File: src/rtl/pc_fetch_unit.sv
// Program counter and single-outstanding instruction fetch sequencer with a
// one-entry valid/ready instruction buffer towards decode.
module pc_fetch_unit #(
    parameter logic [31:0] RESET_PC = 32'h0000_0000
) (
    input  logic        clk,
    input  logic        reset_n,
    input  logic        stall_i,
    input  logic        redirect_valid_i,
    input  logic [31:0] redirect_pc_i,
    output logic [31:0] pc_o,
    output logic        imem_req_valid_o,
    input  logic        imem_req_ready_i,
    output logic [31:0] imem_req_addr_o,
    input  logic        imem_rsp_valid_i,
    input  logic [31:0] imem_rsp_data_i,
    output logic        inst_valid_o,
    input  logic        inst_ready_i,
    output logic [31:0] inst_o,
    output logic [31:0] inst_pc_o,
    output logic        misaligned_o
);

    typedef enum logic [1:0] {
        REQ  = 2'd0,
        WAIT = 2'd1,
        ERR  = 2'd2
    } state_t;

    state_t      state;
    state_t      state_next;
    logic        started;
    logic        drop;
    logic        drop_next;
    logic [31:0] pc_next;
    logic        inst_valid_next;
    logic [31:0] inst_next;
    logic [31:0] inst_pc_next;
    logic        misaligned_next;
    logic        outstanding;

    // started keeps requests off until the first clock edge after reset is released
    always_ff @(posedge clk or negedge reset_n) begin
        if (!reset_n) begin
            state        <= REQ;
            started      <= 1'b0;
            drop         <= 1'b0;
            pc_o         <= RESET_PC;
            inst_valid_o <= 1'b0;
            inst_o       <= 32'h0;
            inst_pc_o    <= 32'h0;
            misaligned_o <= 1'b0;
        end else begin
            state        <= state_next;
            started      <= 1'b1;
            drop         <= drop_next;
            pc_o         <= pc_next;
            inst_valid_o <= inst_valid_next;
            inst_o       <= inst_next;
            inst_pc_o    <= inst_pc_next;
            misaligned_o <= misaligned_next;
        end
    end

    always_comb begin
        state_next      = state;
        drop_next       = drop;
        pc_next         = pc_o;
        inst_valid_next = inst_valid_o;
        inst_next       = inst_o;
        inst_pc_next    = inst_pc_o;
        misaligned_next = misaligned_o;

        imem_req_valid_o = started && (state == REQ) && !stall_i &&
                           (!inst_valid_o || inst_ready_i) && !redirect_valid_i;
        imem_req_addr_o  = pc_o;

        // In ERR, drop marks a request that was in flight when fetch halted
        outstanding = (state == WAIT) || ((state == ERR) && drop);

        if (inst_valid_o && inst_ready_i) begin
            inst_valid_next = 1'b0;
        end

        if (redirect_valid_i) begin
            pc_next         = redirect_pc_i;
            inst_valid_next = 1'b0;
            drop_next       = outstanding && !imem_rsp_valid_i;
            if (redirect_pc_i[1:0] != 2'b00) begin
                misaligned_next = 1'b1;
                state_next      = ERR;
            end else begin
                misaligned_next = 1'b0;
                state_next      = drop_next ? WAIT : REQ;
            end
        end else begin
            case (state)
                REQ: begin
                    if (imem_req_valid_o && imem_req_ready_i) begin
                        state_next = WAIT;
                    end
                end
                WAIT: begin
                    if (imem_rsp_valid_i) begin
                        if (!drop) begin
                            inst_next       = imem_rsp_data_i;
                            inst_pc_next    = pc_o;
                            inst_valid_next = 1'b1;
                            pc_next         = pc_o + 32'd4;
                        end
                        drop_next  = 1'b0;
                        state_next = REQ;
                    end
                end
                ERR: begin
                    if (drop && imem_rsp_valid_i) begin
                        drop_next = 1'b0;
                    end
                end
                default: begin
                    state_next = REQ;
                end
            endcase
        end
    end

endmodule

File: config.mk
export PLATFORM = sky130hd
export DESIGN_NAME = pc_fetch_unit
export DESIGN_NICKNAME = d
export VERILOG_FILES = /design/src/rtl/pc_fetch_unit.sv
export SDC_FILE = /design/constraint.sdc
export NUM_CORES = 1
export LEC_CHECK = 0
export CAP_MARGIN = 20
export CORE_UTILIZATION = 46
export CTS_CLUSTER_DIAMETER = 40
export DETAILED_ROUTE_END_ITERATION = 10
export MAX_ROUTING_LAYER = met4
export PLACE_DENSITY = 0.85
export SKIP_CTS_REPAIR_TIMING = 1
export SYNTH_ARGS = -nofsm -noshare
export SYNTH_HDL_FRONTEND = slang
export SYNTH_SLANG_ARGS = --single-unit
File: constraint.sdc
create_clock -name clk -period 3.4 [get_ports clk]
set_input_delay 0.34 -clock clk [delete_from_list [all_inputs] [get_ports clk]]
set_output_delay 0.34 -clock clk [all_outputs]
set_load 0.1 [all_outputs]
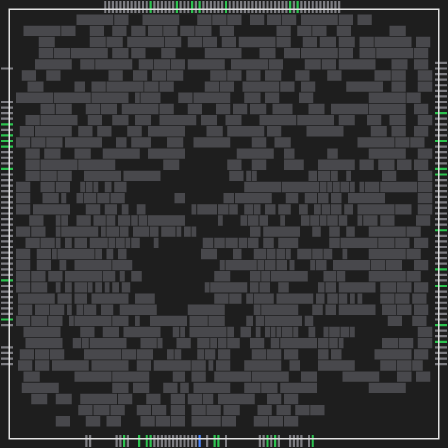
Figure 1: run 1, I/O pins on the die edge.
Pins as bars across the die edge, other pins in gray.
- imem_rsp_valid_i: blue (pins 1; direction input; edge bottom)
- inst_pc_o: green (pins 32; direction output; edge 9 bottom, 9 right, 7 left, 7 top)
- all pins by edge: 63 top, 55 right, 46 left, 38 bottom
die width: 104 µm
Die Height: 104 µm

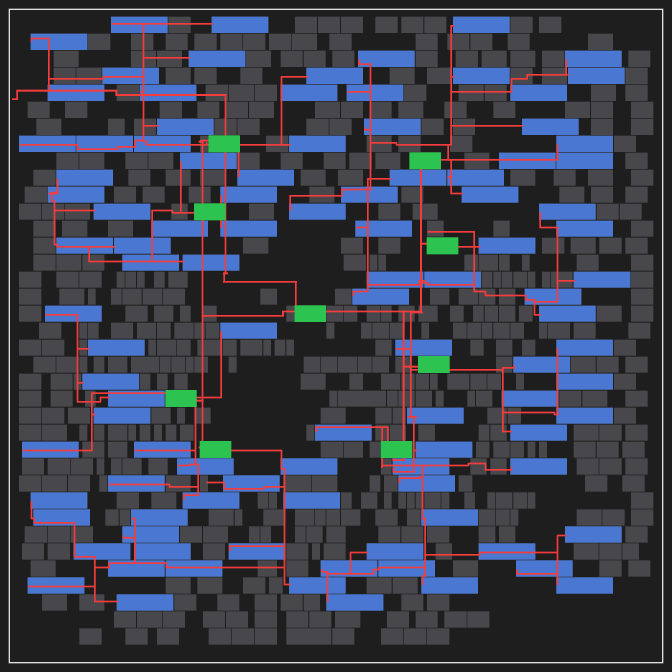
Figure 2: run 1, clock wires, drivers and flops.
- clock drivers: green (count 9)
- flip-flops: blue (count 102)
- clock wires: red (length 1,190 µm)
- flops lie: all over the die
clk_skew: 15.0 ps
Clock Power Share: 20.3%
Clock net power: 0.682 mW
Insertion Delay late pin: 360 ps

==> results.json, run 1 <==
{
  "start_kind": "register",
  "antenna_found_initial": 0,
  "synthMuxAreaShare_pct": 15.8,
  "worst_slew_pin_slew_ps": 1010,
  "rows": 37,
  "critPathArrivalTime_ps": 2130,
  "routed_wl_um": 12000,
  "slowest_delay_ps": 1200,
  "grt_overflow": 0,
  "synth-edff-count": 0,
  "synth_seq_share_pct": 52.9,
  "slew_headroom_pct": 32.5,
  "synth_cell_type_count": 47,
  "syn_nets": 484,
  "dp_slack_ps": 735,
  "h-tree-depth": 3,
  "maxSlewViolCount": 0,
  "core_area_um2": 10200,
  "io_buffers": 201,
  "grt_pass1_vias": 4008,
  "crit_family": "buffers and inverters",
  "setup_violations": 0,
  "root_buffer": "clkbuf_8",
  "outcome": "finished, final reports clean",
  "synthCells": 412,
  "worst_slack_ps": 930,
  "min_period_ps": 2470,
  "crit_path_end_kind": "output port",
  "crit_buf_inv": 1,
  "cts_tree": "yes",
  "avgSynthCellArea_um2": 11.7,
  "post_drt_wl_per_cell_um": 16.7,
  "crit_start": "imem_req_addr_o[13]",
  "yosys.cell_count.top_type": "dfrtp_1",
  "netlist.top_cell.by_area": "dfrtp_1",
  "ys_sh_aoi_pct": 7.63,
  "grt_setup_unrepaired": "false",
  "synthArstFlopShare_pct": 100,
  "drt_iter0_drc": 192,
  "drive_above_1_share_pct": 15.7,
  "simple_gate_share_pct": 13.6
}
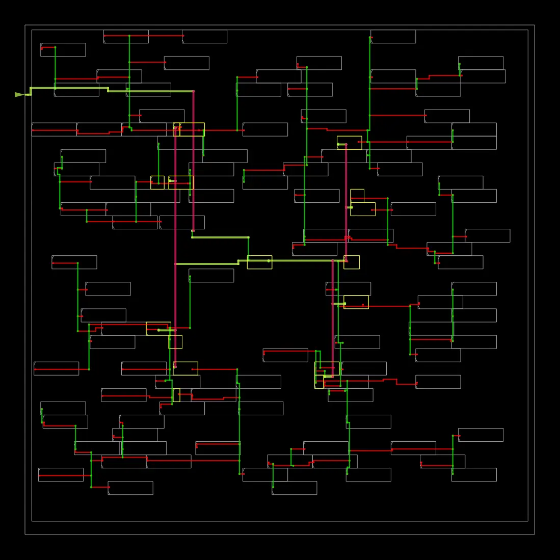
Figure 3: run 1, clock routing.
Clock Sinks: 102
sequential cells: 102
CLK BUF: 11
CTS Buf Count: 9

## run 1: power breakdown
part	switching (mW)	total, mW	leakage, nW	internal, mW
Sequential	0.0948	1.38	1.33	1.29
Clock	0.415	0.682	0.0755	0.267
Combinational	0.974	1.30	1.45	0.323
## run 1: flip-flops by register name, summed over array words and instances (netlist names)
register and count:
inst_valid_o 1, inst_o 32, state 2, misaligned_o 1
imem_req_addr_o 32, inst_pc_o 32, drop 1, started 1
## run 1: placed cells by master, fill, tap and decap left out, types with 6 or more instances in the layout
cell	n
clkdlybuf4s50_1	199
dfrtp_1	102
mux2_2	61
nand2_1	24
nor2_1	18
o21ai_0	17
or4_1	15
a31oi_1	15
o31ai_1	13
nand3_1	12
nand4_1	10
clkbuf_8	9
buf_4	8
xnor2_1	6
## run 1: path summary, 6_finish.rpt
kind	endpoint	slack (ps)
max	imem_req_addr_o[13]	930
min	inst_pc_o[21]	3
max reg2reg	imem_req_addr_o[23]	1070
min reg2reg	misaligned_o	490
max in group asynchronous	inst_pc_o[14]	2560
min in group clk	misaligned_o	490
## run 1: layer usage
metal | global-route usage [%] | vias up | part of all wire [%]
li1 | - | 1798 | -
met1 | 29.7 | 1901 | 42
met2 | 39.3 | 165 | 51
met3 | 3.07 | 19 | 5.3
met4 | 7.24 | 0 | 1.6
met5 | - | - | 0
## run 1: final cells by class
class / count / area, µm² / share of cell area (%)
Sequential cell: 102 / 2550 / 37.1
Timing Repair Buffer: 208 / 2070 / 30.1
Tap cell: 136 / 170 / 2.47
Inverter: 4 / 15.0 / 0.218
Clock inverter: 5 / 36.3 / 0.527
Multi-Input combinational cell: 250 / 1900 / 27.7
Clock buffer: 11 / 131 / 1.91
## run 1: logic make-up after synthesis
logic type | count (synthesis)
other | 1
multiplexers | 68
XOR/XNOR | 11
flip-flops | 102
AND-OR/OR-AND | 57
AND/OR/NAND/NOR | 112
adder cells (fa/ha/maj) | 1
buffers and inverters | 60
## run 1: through the flow
| step | hold WS, ps | instances | total power [mW] | area (µm²) | utilization (%) |
|---|---|---|---|---|---|
| 2_1_floorplan | 44.4 | 412 | 2.37 | 4820 | - |
| 3_3_place_gp | 425 | 700 | 2.69 | 6710 | 65.6 |
| 6_report | 3.47 | 716 | 3.36 | 6880 | 67.2 |
| 5_1_grt | 73.2 | 716 | 3.48 | 6880 | 67.2 |
| 3_5_place_dp | 437 | 700 | 2.71 | 6710 | 65.6 |
| 4_1_cts | 38.3 | 716 | 3.39 | 6880 | 67.2 |
## run 1: worst register-to-register path: stages (launching register included)
cell and delay, ps:
dfrtp_1 470, and4bb_1 620, nand4_4 380, or4_1 610, a31oi_1 170
==> run 2, diff against run 1 <==
CORE_UTILIZATION = 43   (was 46)
PLACE_DENSITY = 0.81   (was 0.85)
clock period = 2.4 ns   (was 3.4 ns; I/O delays follow)
==> run 2 against run 1 <==
Compared with the run above: synthesized cell count unchanged; register-to-register slack got worse by 790 ps; combinational power increased by 37%; routed wire length decreased by 2.6%; critical path depth increased by 4; clock power increased by 52%; via count decreased by 2.0%; final area decreased by 3.7%; die area increased by 6.8%; first-iteration DRC count decreased by 35%.
==> results.json, run 2 <==
{
  "gp_congestion": 0.772,
  "synth_cell_type_count": 47,
  "slew_headroom_pct": 48.0,
  "yosys_warnings": 0,
  "topCellsByArea": "dfrtp_1, mux2_2, buf_4, or4_1, o31ai_1",
  "vias": 3804,
  "cp.required_ps": 2690,
  "worst_slew_pin_slew_ps": 781,
  "tns_ps": 0,
  "pwr-share-seq_pct": 41.0,
  "netSwitchingPower_mw": 2.08,
  "drive_above_1_share_pct": 40.0,
  "synthArstFlopShare_pct": 100,
  "synth-edff-count": 0,
  "syn_nets": 484,
  "root_buffer": "clkbuf_8",
  "ir_drop_v": 0.000357,
  "grt_pass1_vias": 3722,
  "lay_top_cells": "buf_4, dfrtp_1, clkdlybuf4s50_1",
  "dp_cells": 704,
  "numSynthFlops": 102,
  "hold_path_class": "in -> reg",
  "drt_iter0_drc": 125,
  "critPathArrivalTime_ps": 2410,
  "netlist.top_cell.by_area": "dfrtp_1",
  "start_kind": "register",
  "min_period_ps": 2120,
  "yosys.cell_count.top_type": "dfrtp_1",
  "cts.sinks": 102,
  "fin_crit_sh_pct": 88.5,
  "crit_buf_inv": 0,
  "h-tree-depth": 3,
  "intPower_mw": 2.71,
  "synth_seq_share_pct": 52.9,
  "outcome": "finished, final reports clean",
  "finalNonFillerCells": 720,
  "grt_setup_unrepaired": "false",
  "comb_power_share_pct": 37.2,
  "drt-vias-per-instance": 5.28,
  "antenna_found_initial": 0,
  "layout.nets": 648,
  "path_clk_slew_ps": 90,
  "ant_nets": 0,
  "clock_latency_ps": 370,
  "post_drt_wl_per_cell_um": 16.2,
  "p_leak_nw": 3.06,
  "layout_top_cell": "buf_4",
  "crit_family": "simple AND/OR/NAND/NOR gates",
  "routed_wl_um": 11600,
  "die_area_um2": 11600,
  "rows": 38,
  "cts_max_path_buffers": 2,
  "ys_chip_area_um2": 4820,
  "crit_path_end_kind": "register",
  "core_area_um2": 10900,
  "clkPwrFrac_pct": 21.8,
  "warning_count": 26,
  "powerDensity_nw_per_um2": 723,
  "post-dp-hpwl_um": 8400,
  "cts_buffers": 9,
  "drc": 0,
  "antenna_cells": 0,
  "synthCells": 412,
  "drtPass1Iterations": 4,
  "swShare_pct": 43.4,
  "skew_ps": 8.76,
  "setup_violations": 0,
  "crit_path_cell_trace": "ha_1, nand2_1, or3_4, or4_1, o211ai_1",
  "avgSynthCellArea_um2": 11.7,
  "grt_max_degree": 59,
  "maxSlewViolCount": 0,
  "slowest_delay_ps": 550,
  "crit_type": "reg -> reg",
  "hold_viol": 0,
  "cts_tree": "yes",
  "grt_overflow": 0
}
[run 2: cell counts after synthesis]
No cell type changed its count.
[run 2: logic make-up (layout without fill, tap and decap cells)]
logic type                 Yosys count  after routing  share of synthesized area (%)
other                                1              1                         0.0778
muxes                               68             68                           15.8
AOI/OAI and AO/OA                   57             57                           7.63
adders and majority gates            1              1                          0.259
xor gates and xnor gates            11             11                           2.00
buffers and inverters               60            228                           7.68
and+or+nand+nor                    112            112                           13.6
DFF                                102            102                           52.9
[run 2: worst min-delay path: stages]
cell             delay (ps)
clkdlybuf4s50_1         400
nand2_1                  60
o21ai_0                  60
[run 2: path summary, 6_finish.rpt]
kind / from / to / slack, ps / cells after the start
setup / recovery: imem_req_addr_o[2] / imem_req_addr_o[26] / 280 / 5
hold / removal: redirect_pc_i[8] / imem_req_addr_o[8] / 430 / 3
setup reg to reg: imem_req_addr_o[2] / imem_req_addr_o[26] / 280 / 5
hold reg to reg: misaligned_o / misaligned_o / 490 / 1
max in group asynchronous: reset_n / imem_req_addr_o[0] / 1210 / 3
min in group asynchronous: reset_n / inst_pc_o[20] / 490 / 2
[run 2: final cells by class]
type / instances / area [µm²] / area share (%)
multi-input combinational: 250 / 1900 / 28.7
timing repair buffer: 209 / 1780 / 26.9
tap: 140 / 175 / 2.65
clock inverter: 4 / 48.8 / 0.737
inverter: 4 / 15.0 / 0.227
clock buffer: 11 / 131 / 1.98
sequential: 102 / 2570 / 38.8
[run 2: power by group through the flow]
stage / Sequential, mW / Combinational, mW / Clock [mW]
global placement: 1.99 / 1.77 / 0
finish: 1.96 / 1.78 / 1.04
floorplan: 2.74 / 0.631 / 0
global route: 1.99 / 1.84 / 1.15
CTS: 1.97 / 1.79 / 1.08
detailed placement: 2.00 / 1.79 / 0
[run 2: layer usage]
metal  GRT usage (%)  up-vias  wire (µm)
li1                -     1795          -
met1            26.1     1868       5020
met2            34.6      131       5900
met3            3.21       10        607
met4            7.63        0        120
met5               -        -          0
[run 2: through the flow]
step | setup WS, ps | power [mW] | util (%) | hold slack, ps | instance area (µm²)
finish | 275 | 4.79 | 60.8 | 429 | 6620
global route | 137 | 4.98 | 60.8 | 432 | 6620
CTS | 291 | 4.83 | 60.7 | -34.2 | 6610
detailed placement | 56.1 | 3.79 | 59.1 | 373 | 6430
global placement | 168 | 3.76 | 59.1 | 360 | 6430
floorplan | 7.85 | 3.37 | - | -55.6 | 4840
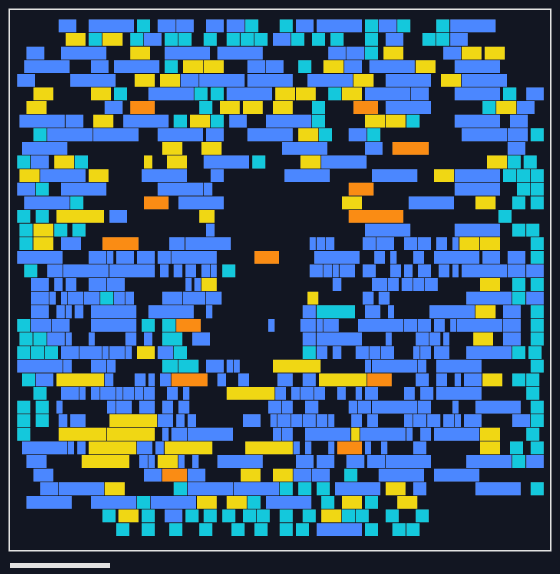
Figure 4: run 2, cells by drive strength.
Scale bar: 20 µm.
- _6 and larger: orange (cells 13)
- _2 cells: yellow (cells 79)
- _3 and _4 cells: cyan (cells 140)
- _0 and _1 cells: blue (cells 348)
Syn-to-layout area delta: 37.4%
Final Cell Area: 6620 µm²
final worst setup slack: 275 ps
bufs w/o clock: 209

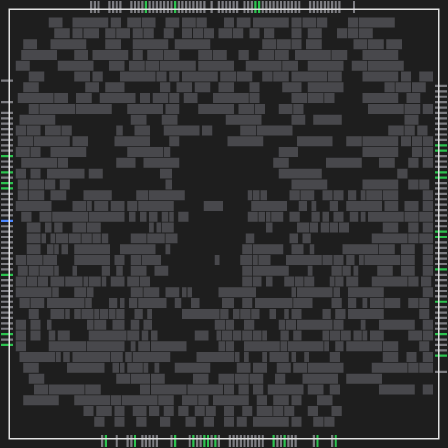
Figure 5: run 2, I/O pins on the die edge.
Pins as bars across the die edge, other pins in gray.
- inst_pc_o: green (pins 32; direction output; edge 11 bottom, 10 right, 7 left, 4 top)
- imem_rsp_valid_i: blue (pins 1; direction input; edge left)
- all pins by edge: 61 top, 52 right, 46 left, 43 bottom
IO buf count: 201
Die Height: 108 µm
die width: 108 µm

No activity file was given, so power comes from the tool's default toggle rates.
